### Routed metal, one color a layer

The bar under the picture is 20 um long. Only two layers are drawn.
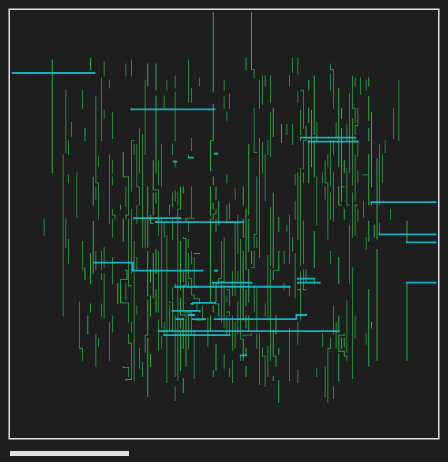
### Sequential cells colored by netlist name

Other sequential cells in the stronger gray, the rest of the logic in the fainter gray.
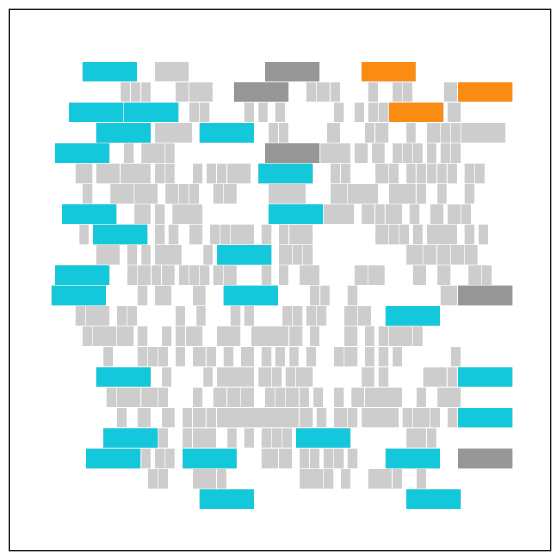
### Cell classes on the final placement

Fill, decap, tap and diode cells in gray.
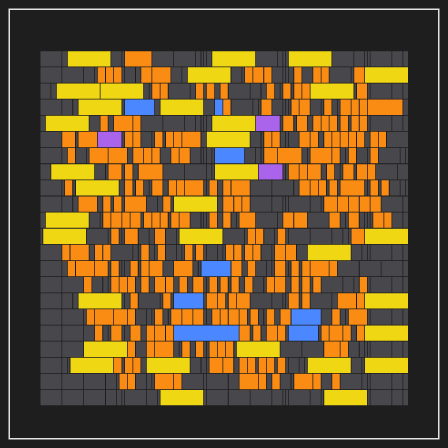
### Wiring heat map

The bar under the picture is 20 um long. The die is cut into 14 by 14 equal tiles; black is low, pale yellow is high, scaled to the fullest tile. Values are wire area over tile area, all layers added.
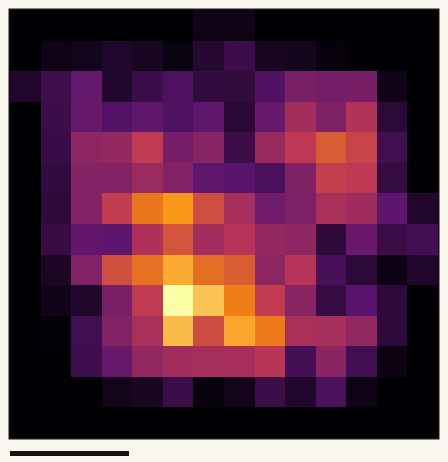
Design button_pulser, sky130hd; sources not shown.
==> CHANGELOG.md <==
### Physical design

- Run status: completed
- Data required time at the worst endpoint: 3.91 ns
- Category of the critical setup timing path: reg2reg
- Drc violations: 0
- Power drawn by the clock network: 0.000344 W
- Adder share: 0.648%
- Layout overhead on the synthesized area: 9.13%
- Area enclosed by the die boundary: 0.00521 mm^2
- Setup WS pre-CTS: 1.86 ns
- Internal power component: 0.000643 W
- Peak supply drop: 0.237 mV
- Net switching power: 0.000281 W
- Hold crit path type: in2reg
- Most frequent cell after synthesis: nor2_1
- Largest delay share family, worst path: simple AND/OR/NAND/NOR gates
- Pleak: 0.840 nW
- Comb. cell area: 0.00108 mm^2
- Ao+oa area frac: 3.56%
- R2R cell count: 13
- Initial DRC count: 114
- Dominant register cell in the synthesized netlist: dfxtp_1
- Yosys stat cell total: 296
- Post-layout worst setup margin: 1.87 ns
- Arrival time of data at the critical path endpoint: 2.04 ns
- Count of placed standard cells including taps: 344
- Main logic family: simple AND/OR/NAND/NOR gates
- Number of instances on the worst hold path: 1
- Total number of yosys warnings: 0
- GR met2 Demand/Resource: 28.3%
- Clock transition time at the flip-flop clock pins of the worst setup and hold paths: 0.07 ns
- Share of final layout cell area taken by clock buffers and inverters: 5.52%
- Kind of end point of the critical path: flop
- Cell class with the largest area share: logic gates
- Number of buffers inserted to repair setup after CTS: 0
- Endpoints failing setup: 0
- Portion of total power attributed to the clock network: 37.2%
- Synth top cells by count: 66 x nor2_1, 59 x nand2_1, 40 x inv_1
- Tcrit/Tclk final: 50.6%
- Crit path launch type: flop
- Largest net degree at the start of global routing: 11
- Max stage delay cell, worst path: dfxtp_1
- Slew of the pin with the lowest slew margin: 0.515 ns
- Diode count: 0
- Sw Share: 30.5%
- Flop+latch power: 0.000399 W
- Buffer depth of the longest clock path: 2
- Global-route wire length before repair: 7460 um
- Tap Cells: 48
- Multi-input gates: 218
- Register share after synthesis: 34.2%
- Number of nets in the layout: 308
- Number of port buffers: 0
- Worst slew margin relative to its limit: 65.4%
- NonClk Buf Share: 1.60%
- Post-layout total power: 0.000924 W
- Met3 layer usage reported by global route: 3.88%
- Clock tree from TritonCTS: done
- Setup repair after global routing missed its margin: false
- Critical path depth in cells: 13
- Fraction of area in multi-input gates: 51.2%
- Time the final worst path needs with I/O delays and setup: 1.91 ns
- XOR Share, Synth: 9.07%
- Met1 Routed Length: 2100 um
- Number of buffer and inverter stages on the critical path: 1
Notes on 'Routed metal, one color a layer' above:
[cyan] M3 | wire length: 222 um
[green] M2 | wire length: 1870 um
Via Count: 1804
final wirelength: 4320 um
mean routed wirelength per cell: 12.3 um

Notes on 'Sequential cells colored by netlist name' above:
[orange] state | sequential cells: 3
[cyan] cnt | sequential cells: 25 | where: all over the die
sequential fraction of total cell area: 31.3%
Storage cell area: 661 um^2

Notes on 'Cell classes on the final placement' above:
[blue] clock drivers and dummy loads | cells: 8
[purple] remaining buffers and delay cells | cells: 3
[yellow] sequential cells | cells: 33
[orange] remaining logic cells | cells: 260
total core area: 0.00372 mm^2
Post-Route Utilization: 56.7%
post-route cell area: 0.00211 mm^2

Notes on 'Wiring heat map' above:
nearly empty tiles: 28%
emptiest ninth of the die: bottom left
fullest tile: 0.60
mean over tiles: 0.13
aggregate global-route resource usage: 18.1%

Power and IR drop assume default switching activity.
